## src/rtl/instruction_decode_phase.sv

```systemverilog
// MIPS ID stage: opcode/funct decode into control, 32x32 register file with WB
// write-through, sign-extended immediate, jump target and EX field extraction.
module instruction_decode_phase (
  input  logic        Clk,
  input  logic        Reset,
  input  logic [31:0] instr_in,
  input  logic [31:0] pc_in,
  input  logic [31:0] WriteData,
  input  logic [4:0]  WriteRegister,
  input  logic        RegWrite_in,
  output logic [2:0]  RegDst,
  output logic        Jump,
  output logic        Branch,
  output logic        MemRead,
  output logic [1:0]  MemtoReg,
  output logic [3:0]  ALUOp,
  output logic        MemWrite,
  output logic        ALUSrc,
  output logic        JumpRegister,
  output logic        RegWrite_out,
  output logic [1:0]  LoadType,
  output logic [1:0]  StoreType,
  output logic [31:0] JumpTarget,
  output logic [31:0] reg_data1_in,
  output logic [31:0] reg_data2_in,
  output logic [31:0] pc_out,
  output logic [31:0] sign_ext_offset_in,
  output logic [4:0]  rd_in,
  output logic [4:0]  rt_in,
  output logic [4:0]  Shamt_in,
  output logic [5:0]  ALUop_in
);

  localparam logic [5:0] OP_RTYPE    = 6'b000000;
  localparam logic [5:0] OP_SPECIAL2 = 6'b011100;
  localparam logic [5:0] OP_J        = 6'b000010;
  localparam logic [5:0] OP_JAL      = 6'b000011;
  localparam logic [5:0] OP_BEQ      = 6'b000100;
  localparam logic [5:0] OP_BNE      = 6'b000101;
  localparam logic [5:0] OP_ADDI     = 6'b001000;
  localparam logic [5:0] OP_ADDIU    = 6'b001001;
  localparam logic [5:0] OP_SLTI     = 6'b001010;
  localparam logic [5:0] OP_ANDI     = 6'b001100;
  localparam logic [5:0] OP_ORI      = 6'b001101;
  localparam logic [5:0] OP_XORI     = 6'b001110;
  localparam logic [5:0] OP_LUI      = 6'b001111;
  localparam logic [5:0] OP_LB       = 6'b100000;
  localparam logic [5:0] OP_LH       = 6'b100001;
  localparam logic [5:0] OP_LW       = 6'b100011;
  localparam logic [5:0] OP_SB       = 6'b101000;
  localparam logic [5:0] OP_SH       = 6'b101001;
  localparam logic [5:0] OP_SW       = 6'b101011;
  localparam logic [5:0] FUNCT_JR    = 6'b001000;
  localparam logic [5:0] FUNCT_MUL   = 6'b000010;

  typedef enum logic [3:0] {
    ALU_ADD   = 4'b0000,
    ALU_SUB   = 4'b0001,
    ALU_RTYPE = 4'b0010,
    ALU_AND   = 4'b0011,
    ALU_OR    = 4'b0100,
    ALU_XOR   = 4'b0101,
    ALU_SLT   = 4'b0110,
    ALU_LUI   = 4'b0111,
    ALU_MUL   = 4'b1000
  } alu_op_e;

  typedef struct packed {
    logic [2:0] reg_dst;
    logic       jump;
    logic       branch;
    logic       mem_read;
    logic [1:0] mem_to_reg;
    alu_op_e    alu_op;
    logic       mem_write;
    logic       alu_src;
    logic       jump_register;
    logic       reg_write;
    logic [1:0] load_type;
    logic [1:0] store_type;
  } ctrl_t;

  logic [5:0]  opcode;
  logic [5:0]  funct;
  logic [4:0]  rs_addr;
  logic [4:0]  rt_addr;
  logic [31:0] regs_q [32];
  ctrl_t       ctrl;

  assign opcode  = instr_in[31:26];
  assign funct   = instr_in[5:0];
  assign rs_addr = instr_in[25:21];
  assign rt_addr = instr_in[20:16];

  // NOTE: the register file is reset because software relies on clean
  // registers after reset; this forces it into flops rather than a RAM macro.
  always_ff @(posedge Clk or negedge Reset) begin
    if (!Reset) begin
      for (int i = 0; i < 32; i++) regs_q[i] <= '0;
    end else if (RegWrite_in && (WriteRegister != 5'd0)) begin
      // NOTE: non-blocking so every reader sees the pre-edge value this cycle.
      regs_q[WriteRegister] <= WriteData;
    end
  end

  // $0 is hardwired; a WB write to the addressed register is forwarded.
  always_comb begin
    reg_data1_in = regs_q[rs_addr];
    reg_data2_in = regs_q[rt_addr];
    if (Reset && RegWrite_in && (WriteRegister == rs_addr)) reg_data1_in = WriteData;
    if (Reset && RegWrite_in && (WriteRegister == rt_addr)) reg_data2_in = WriteData;
    if (rs_addr == 5'd0) reg_data1_in = '0;
    if (rt_addr == 5'd0) reg_data2_in = '0;
  end

  always_comb begin
    // NOTE: default every field first so no path through the case infers a latch.
    ctrl = '0;
    unique case (opcode)
      OP_RTYPE: begin
        if (funct == FUNCT_JR) begin
          ctrl.jump_register = 1'b1;
        end else begin
          ctrl.reg_write = 1'b1;
          ctrl.alu_op    = ALU_RTYPE;
        end
      end
      OP_SPECIAL2: begin
        if (funct == FUNCT_MUL) begin
          ctrl.reg_write = 1'b1;
          ctrl.alu_op    = ALU_MUL;
        end
      end
      OP_J: ctrl.jump = 1'b1;
      OP_JAL: begin
        ctrl.jump       = 1'b1;
        ctrl.reg_dst    = 3'b010;
        ctrl.mem_to_reg = 2'b10;
        ctrl.reg_write  = 1'b1;
      end
      OP_BEQ, OP_BNE: begin
        ctrl.branch = 1'b1;
        ctrl.alu_op = ALU_SUB;
      end
      OP_ADDI, OP_ADDIU, OP_SLTI, OP_ANDI, OP_ORI, OP_XORI, OP_LUI: begin
        ctrl.alu_src   = 1'b1;
        ctrl.reg_dst   = 3'b001;
        ctrl.reg_write = 1'b1;
        case (opcode)
          OP_SLTI: ctrl.alu_op = ALU_SLT;
          OP_ANDI: ctrl.alu_op = ALU_AND;
          OP_ORI:  ctrl.alu_op = ALU_OR;
          OP_XORI: ctrl.alu_op = ALU_XOR;
          OP_LUI:  ctrl.alu_op = ALU_LUI;
          default: ctrl.alu_op = ALU_ADD;
        endcase
      end
      OP_LW, OP_LH, OP_LB: begin
        ctrl.mem_read   = 1'b1;
        ctrl.mem_to_reg = 2'b01;
        ctrl.alu_src    = 1'b1;
        ctrl.reg_dst    = 3'b001;
        ctrl.reg_write  = 1'b1;
        ctrl.load_type  = (opcode == OP_LH) ? 2'b01 : (opcode == OP_LB) ? 2'b10 : 2'b00;
      end
      OP_SW, OP_SH, OP_SB: begin
        ctrl.mem_write  = 1'b1;
        ctrl.alu_src    = 1'b1;
        ctrl.reg_dst    = 3'b001;
        ctrl.store_type = (opcode == OP_SH) ? 2'b01 : (opcode == OP_SB) ? 2'b10 : 2'b00;
      end
      default: ctrl = '0;
    endcase
    if (!Reset) ctrl = '0;
  end

  assign RegDst       = ctrl.reg_dst;
  assign Jump         = ctrl.jump;
  assign Branch       = ctrl.branch;
  assign MemRead      = ctrl.mem_read;
  assign MemtoReg     = ctrl.mem_to_reg;
  assign ALUOp        = ctrl.alu_op;
  assign MemWrite     = ctrl.mem_write;
  assign ALUSrc       = ctrl.alu_src;
  assign JumpRegister = ctrl.jump_register;
  assign RegWrite_out = ctrl.reg_write;
  assign LoadType     = ctrl.load_type;
  assign StoreType    = ctrl.store_type;

  assign JumpTarget         = {pc_in[31:28], instr_in[25:0], 2'b00};
  assign pc_out             = pc_in;
  assign sign_ext_offset_in = {{16{instr_in[15]}}, instr_in[15:0]};
  assign rd_in              = instr_in[15:11];
  assign rt_in              = rt_addr;
  assign Shamt_in           = instr_in[10:6];
  assign ALUop_in           = funct;

endmodule

```

## config.mk

```make
export PLATFORM = sky130hd
export DESIGN_NAME = instruction_decode_phase
export DESIGN_NICKNAME = d
export VERILOG_FILES = /design/src/rtl/instruction_decode_phase.sv
export SDC_FILE = /design/constraint.sdc
export NUM_CORES = 2
export LEC_CHECK = 0
export CORE_ASPECT_RATIO = 0.8
export CORE_MARGIN = 8
export CORE_UTILIZATION = 50
export CTS_CLUSTER_SIZE = 8
export DETAILED_ROUTE_END_ITERATION = 6
export PLACE_DENSITY_LB_ADDON = 0.3
export SYNTH_ARGS = -nofsm -noshare
export SYNTH_HDL_FRONTEND = slang
export SYNTH_SLANG_ARGS = --single-unit
```

## constraint.sdc

```tcl
create_clock -name Clk -period 4.85 [get_ports Clk]
set_clock_uncertainty 0.1 [all_clocks]
set_input_delay 0.97 -clock Clk [delete_from_list [all_inputs] [get_ports Clk]]
set_output_delay 0.97 -clock Clk [all_outputs]
set_load 0.005 [all_outputs]
```

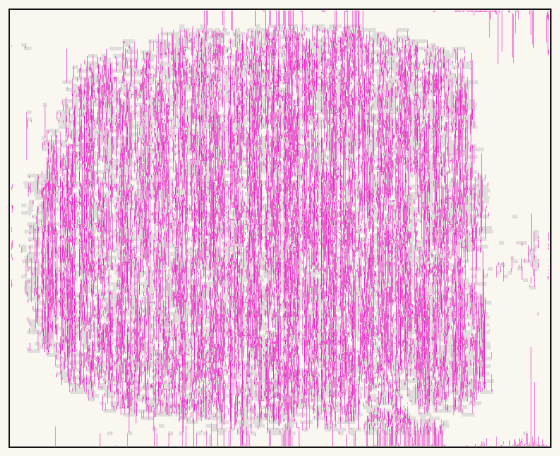
met2.png
Cells faint in the background.
- main direction: vertical
- longest straight run: 114 um
met2 Track Usage GR: 0.442
DRT Wirelength: 203 mm
via count: 40400

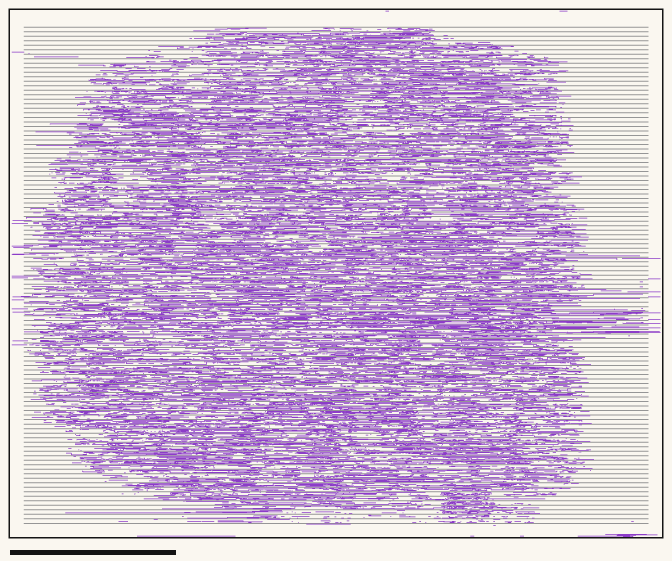
met1.png
Bar = 100 um. Supply wires on this layer in gray.
- longest straight run: 114 um
- wire length on this layer: 81.4 mm
met1 Resource Use GR: 0.452

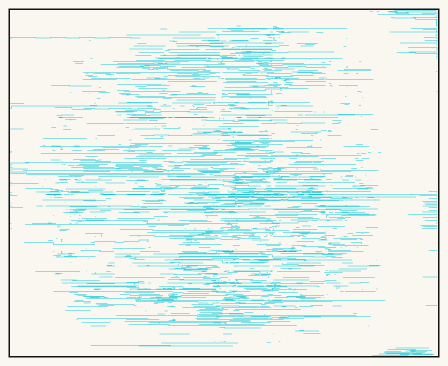
met3.png
- nets with wire on the layer: 677
- main direction: horizontal
- wire length on this layer: 26.8 mm
- longest straight run: 164 um
met3 Resource Use GR: 0.116

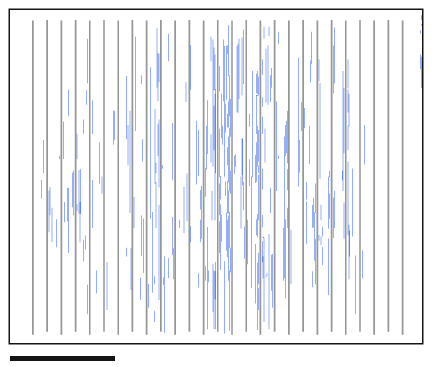
met4.png
Bar = 100 um. Supply wires on this layer in gray.
- wire length on this layer: 9140 um
- nets with wire on the layer: 134
- longest straight run: 144 um

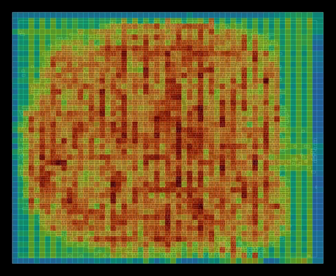
final_congestion.png
total global-route track usage: 0.319
final core utilization: 0.579
most used routing layer: met1
WL/cell: 35.0 um

==> impl_metrics.json <==
{
  "synth_area_leader_cell": "dfrtp_1",
  "ctsResizeCount": 6,
  "slew_violations": 0,
  "antenna_cells": 4,
  "drv_cap": 0,
  "finalInstanceArea_sq_um": 65200,
  "failed_checks": "negative setup slack",
  "required_ns": 3.78,
  "maxPowerGroup": "registers",
  "die_h_um": 318,
  "cts_tree": "done",
  "die_w_um": 393,
  "cts_hold_buf": 1,
  "fillCellCount": 8784,
  "path_clk_slew_ns": 0.05,
  "setup_violations": 1,
  "buffers": 551,
  "power_clock_mw": 9.19,
  "hold_path.class": "reg -> reg",
  "peakVddDrop_mv": 0.391,
  "wl_met1_mm": 81.4,
  "p_clk_frac": 0.349,
  "slew-limit-headroom": 0.152,
  "status": "complete, but fails checks",
  "r2r-start": "regs_q[166]",
  "grt_pass1_vias": 40600,
  "comb-power_mw": 5.68,
  "synthesis.area_sq_um": 56900,
  "grt_setup_unrepaired": "false",
  "drive_above_1_share": 0.473,
  "rr_endpoint": "regs_q[166]",
  "critPathArrivalTime_ns": 3.85,
  "yosysWarnings": 0,
  "grt_start_max_net_pins": 151,
  "startpoint": "instr_in[17]",
  "finalHoldViolCount": 0,
  "mux_share": 0.401,
  "synth-compound-area-share": 0.0555,
  "worstSkewPairLatency_ns": 0.73,
  "ys_ff": 1024,
  "postLayoutSetupSlackWorst_ns": -0.0696,
  "holdPathEnd": "regs_q[1023]",
  "grt_pass1_wl_mm": 293
}
